==> src/rtl/mandel_scan_sequencer.sv <==
// mandel_scan_sequencer
//   Walks a w x h pixel grid in raster order, loads each pixel's Q4.12 complex
//   coordinate (Cr then Ci, low byte first) into the Mandelbrot core, starts it,
//   waits for done (or a timeout) and emits the iteration count on a
//   valid/ready pixel stream.
//
// Ports
//   clk, rst_n                 clock, async active-low reset
//   start_frame                one-cycle frame request (honoured only when idle)
//   cfg_x0/cfg_y0/cfg_dx/cfg_dy  Q4.12 origin and per-pixel step
//   cfg_w/cfg_h                grid size in pixels
//   busy, frame_done           frame status
//   acc_load_cr/acc_load_ci/acc_start/acc_data  accelerator strobes and byte bus
//   acc_done/acc_iter          accelerator result
//   pix_valid/pix_ready/pix_data/pix_x/pix_y/pix_last  pixel stream
//
// state  | meaning
// IDLE   | waiting for start_frame; with busy set, one setup cycle from config regs
// LCR0/1 | Cr low / high byte on acc_data with acc_load_cr
// LCI0/1 | Ci low / high byte on acc_data with acc_load_ci
// START  | acc_start pulse
// WAIT   | timeout down-counter running, waiting for acc_done
// OUT    | pixel presented, holding until pix_ready
// ADV    | step to next pixel coordinate
// DONE   | frame_done pulse
module mandel_scan_sequencer #(
  parameter int TIMEOUT = 1023
) (
  input  logic        clk,
  input  logic        rst_n,
  input  logic        start_frame,
  input  logic [15:0] cfg_x0,
  input  logic [15:0] cfg_y0,
  input  logic [15:0] cfg_dx,
  input  logic [15:0] cfg_dy,
  input  logic [7:0]  cfg_w,
  input  logic [7:0]  cfg_h,
  output logic        busy,
  output logic        frame_done,
  output logic        acc_load_cr,
  output logic        acc_load_ci,
  output logic        acc_start,
  output logic [7:0]  acc_data,
  input  logic        acc_done,
  input  logic [6:0]  acc_iter,
  output logic        pix_valid,
  input  logic        pix_ready,
  output logic [7:0]  pix_data,
  output logic [7:0]  pix_x,
  output logic [7:0]  pix_y,
  output logic        pix_last
);

  localparam logic [9:0] TO_CNT = 10'(TIMEOUT);

  typedef enum logic [3:0] {
    S_IDLE, S_LCR0, S_LCR1, S_LCI0, S_LCI1, S_START, S_WAIT, S_OUT, S_ADV, S_DONE
  } state_t;

  state_t      state;
  logic [15:0] x0_r, y0_r, dx_r, dy_r;
  logic [7:0]  w_r, h_r;
  logic [15:0] cr, ci;
  logic [7:0]  x, y;
  logic [9:0]  wait_cnt;

  logic        x_wrap, y_last;
  logic [15:0] cr_nxt, ci_nxt;
  logic [7:0]  x_nxt, y_nxt;

  assign x_wrap = (x == w_r - 8'd1);
  assign y_last = (y == h_r - 8'd1);
  assign cr_nxt = x_wrap ? x0_r : cr + dx_r;
  assign ci_nxt = x_wrap ? ci + dy_r : ci;
  assign x_nxt  = x_wrap ? 8'd0 : x + 8'd1;
  assign y_nxt  = x_wrap ? y + 8'd1 : y;

  always_ff @(posedge clk or negedge rst_n) begin
    if (!rst_n) begin
      state       <= S_IDLE;
      x0_r        <= '0;
      y0_r        <= '0;
      dx_r        <= '0;
      dy_r        <= '0;
      w_r         <= '0;
      h_r         <= '0;
      cr          <= '0;
      ci          <= '0;
      x           <= '0;
      y           <= '0;
      wait_cnt    <= '0;
      busy        <= 1'b0;
      frame_done  <= 1'b0;
      acc_load_cr <= 1'b0;
      acc_load_ci <= 1'b0;
      acc_start   <= 1'b0;
      acc_data    <= '0;
      pix_valid   <= 1'b0;
      pix_data    <= '0;
      pix_x       <= '0;
      pix_y       <= '0;
      pix_last    <= 1'b0;
    end else begin
      case (state)
        S_IDLE: begin
          if (!busy) begin
            if (start_frame) begin
              x0_r <= cfg_x0;
              y0_r <= cfg_y0;
              dx_r <= cfg_dx;
              dy_r <= cfg_dy;
              w_r  <= cfg_w;
              h_r  <= cfg_h;
              busy <= 1'b1;
            end
          end else begin
            // setup cycle: config is now registered, seed the accumulators
            cr <= x0_r;
            ci <= y0_r;
            x  <= '0;
            y  <= '0;
            if (w_r == 8'd0 || h_r == 8'd0) begin
              state      <= S_DONE;
              busy       <= 1'b0;
              frame_done <= 1'b1;
            end else begin
              state       <= S_LCR0;
              acc_load_cr <= 1'b1;
              acc_data    <= x0_r[7:0];
            end
          end
        end
        S_LCR0: begin
          acc_data <= cr[15:8];
          state    <= S_LCR1;
        end
        S_LCR1: begin
          acc_load_cr <= 1'b0;
          acc_load_ci <= 1'b1;
          acc_data    <= ci[7:0];
          state       <= S_LCI0;
        end
        S_LCI0: begin
          acc_data <= ci[15:8];
          state    <= S_LCI1;
        end
        S_LCI1: begin
          acc_load_ci <= 1'b0;
          acc_data    <= '0;
          acc_start   <= 1'b1;
          state       <= S_START;
        end
        S_START: begin
          acc_start <= 1'b0;
          wait_cnt  <= TO_CNT;
          state     <= S_WAIT;
        end
        S_WAIT: begin
          // TIMEOUT+1 cycles in WAIT: counter runs TO_CNT down to 0 inclusive
          if (acc_done || wait_cnt == 10'd0) begin
            pix_valid <= 1'b1;
            pix_data  <= acc_done ? {1'b0, acc_iter} : 8'hFF;
            pix_x     <= x;
            pix_y     <= y;
            pix_last  <= x_wrap && y_last;
            state     <= S_OUT;
          end else begin
            wait_cnt <= wait_cnt - 10'd1;
          end
        end
        S_OUT: begin
          if (pix_ready) begin
            pix_valid <= 1'b0;
            pix_data  <= '0;
            pix_x     <= '0;
            pix_y     <= '0;
            pix_last  <= 1'b0;
            if (pix_last) begin
              state      <= S_DONE;
              busy       <= 1'b0;
              frame_done <= 1'b1;
            end else begin
              state <= S_ADV;
            end
          end
        end
        S_ADV: begin
          cr          <= cr_nxt;
          ci          <= ci_nxt;
          x           <= x_nxt;
          y           <= y_nxt;
          acc_load_cr <= 1'b1;
          acc_data    <= cr_nxt[7:0];
          state       <= S_LCR0;
        end
        S_DONE: begin
          frame_done <= 1'b0;
          state      <= S_IDLE;
        end
        default: state <= S_IDLE;
      endcase
    end
  end

endmodule

==> config.mk <==
export PLATFORM = sky130hd
export DESIGN_NAME = mandel_scan_sequencer
export DESIGN_NICKNAME = d
export VERILOG_FILES = /design/src/rtl/mandel_scan_sequencer.sv
export SDC_FILE = /design/constraint.sdc
export NUM_CORES = 1
export LEC_CHECK = 0
export ABC_CLOCK_PERIOD_IN_PS = 2450
export CAP_MARGIN = 20
export CORE_ASPECT_RATIO = 2
export CORE_MARGIN = 4
export CORE_UTILIZATION = 30
export CTS_CLUSTER_SIZE = 12
export DETAILED_ROUTE_END_ITERATION = 10
export SLEW_MARGIN = 30
export SYNTH_ARGS = -nofsm -noshare
export SYNTH_HDL_FRONTEND = slang
export SYNTH_SLANG_ARGS = --single-unit
export TNS_END_PERCENT = 20
==> constraint.sdc <==
create_clock -name clk -period 2.45 [get_ports clk]
set_input_delay 0.49 -clock clk [delete_from_list [all_inputs] [get_ports clk]]
set_output_delay 0.49 -clock clk [all_outputs]
set_load 0.03 [all_outputs]
==> images/closeup.png <==
The bar under the picture is 5 um long. Region (58, 175) to (78, 195) um. Cells in grey, sequential cells in the stronger grey; small squares are vias.
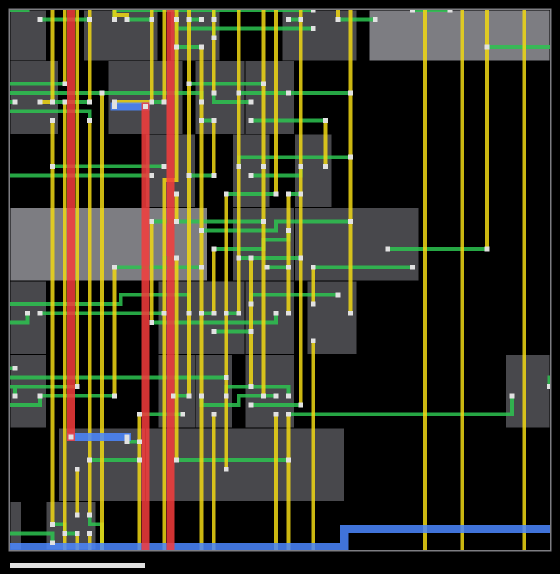
| colour | layer |
|---|---|
| red | M4 |
| blue | M3 |
| green | M1 |
| yellow | M2 |
cells with their middle in the window: 26
netlist names of flops here include: ci (1), dy_r (1)
most frequent: a21oi_1 (4), nor2_1 (3), buf_4 (3)
sequential cells in the window: 2

==> images/gates.png <==
The bar under the picture is 50 um long.
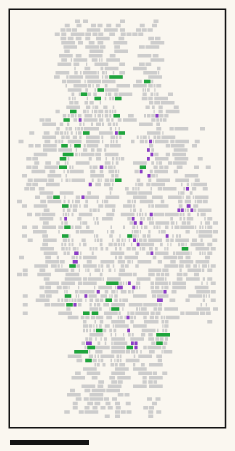
| colour | family | cells | most used |
|---|---|---|---|
| green | fa/ha/maj cells | 39 | ha_1 |
| purple | and/or cells | 42 | and3_1 |
Commonest Layout Cell: dfrtp_1
Comb/total area: 40.1%
post-route non-filler standard cell count: 1608

==> images/congestion_map.png <==
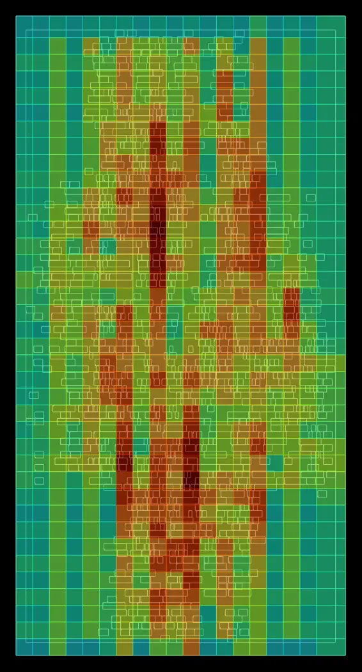
GR Layer Usage met2: 29.2%
GRT Total Usage: 15.9%
met1 Use GR: 16.9%
Top Usage Layer GRT: met2

==> cell families after synthesis <==
family                     share of synthesized area, %
AOI/OAI and AO/OA                                  15.3
muxes                                              10.4
xor gates and xnor gates                           3.83
adders and majority gates                          5.08
and+or+nand+nor                                    16.2
buffers and inverters                              3.20
DFF                                                46.0
==> placed cells by master, fill, tap and decap left out, types with 30 or more instances in the layout <==
master / instances
mux2_2: 81
nor2_1: 82
ha_1: 30
a21oi_1: 54
dfrtp_1: 179
o21ai_0: 40
clkdlybuf4s50_1: 129
nand2_1: 95
a31oi_1: 32
buf_4: 74
==> per-stage QoR <==
step | worst slack, ns | setup TNS (ns) | cells | util [%] | power, W
5_1_grt | -0.101 | -2.21 | 1608 | 40.6 | 0.0187
4_1_cts | -0.0628 | -0.113 | 1600 | 39.5 | 0.0170
6_report | -0.0194 | -0.0339 | 1608 | 40.6 | 0.0174
2_1_floorplan | -0.0176 | -0.0742 | 978 | - | 0.0109
3_3_place_gp | -0.0693 | -0.930 | 1565 | 37.5 | 0.0140
3_5_place_dp | -0.117 | -2.63 | 1565 | 37.5 | 0.0141
==> sequential cells by signal, indices dropped and copies added (netlist names), 10 cells and up <==
register / count
ci: 16
cr: 16
dx_r: 16
dy_r: 16
wait_cnt: 10
x0_r: 16
y0_r: 16
==> power by group through the flow <==
stage / Clock [W] / Sequential (W) / Combinational (W)
final: 0.00274 / 0.00517 / 0.00948
after global routing: 0.00295 / 0.00530 / 0.0104
after CTS: 0.00283 / 0.00516 / 0.00907
after detailed placement: 0 / 0.00520 / 0.00893
after global placement: 0 / 0.00518 / 0.00880
after floorplan: 0 / 0.00514 / 0.00578
==> what timing repair did <==
item / 4_1_cts / 5_1_grt
endpoints found under the setup margin: 40 / 55
buffers inserted: 2 / 5
resized: 7 / 56
gates cloned: 1 / 3
pin swaps: 4 / 23
==> run notes <==
impl run done, here's what came out: outcome=finished, violations left, failing checks=negative hold slack, negative setup slack, Area-dominant class=logic gates, Inverters, non-clock=23, post-DP HPWL=21500 um, Critical path destination=ci[13], Final Worst Setup Slack=-0.0194 ns, Max-cap violations=0, Latency at later pin=0.46 ns, initial antenna violation count=0, clock network area share=4.45%, Routed WL per cell=17.6 um, top-count cell post-synth=dfrtp_1, count of library flops with an enable pin=0, CTS root buf=clkbuf_16, slew margin rel.=61.3%, Multi-input comb cells=727, worst hold slack=-0.0240 ns, reg2reg end=ci[13], vias in the first global route=8335, # setup viols final=3, Vias=8102, final hold vios=13, worst-path cell chain=ha_1, or3_1, o211ai_1, buf_4, o21ai_0, and3_1, o31a_1, a21oi_1, Crit. Startpoint=dy_r[6], r2r setup slk=-0.02 ns, WP depth=8, layout cells sized above 1=22.8%, met3 wire len=903 um, clock buffers=19, total CTS buffers=17, chip area=0.0360 mm^2, met3 usage=2.84%, distinct lib cells=73, Setup CP Type=register to register
Power is estimated from default activity; no workload was simulated.
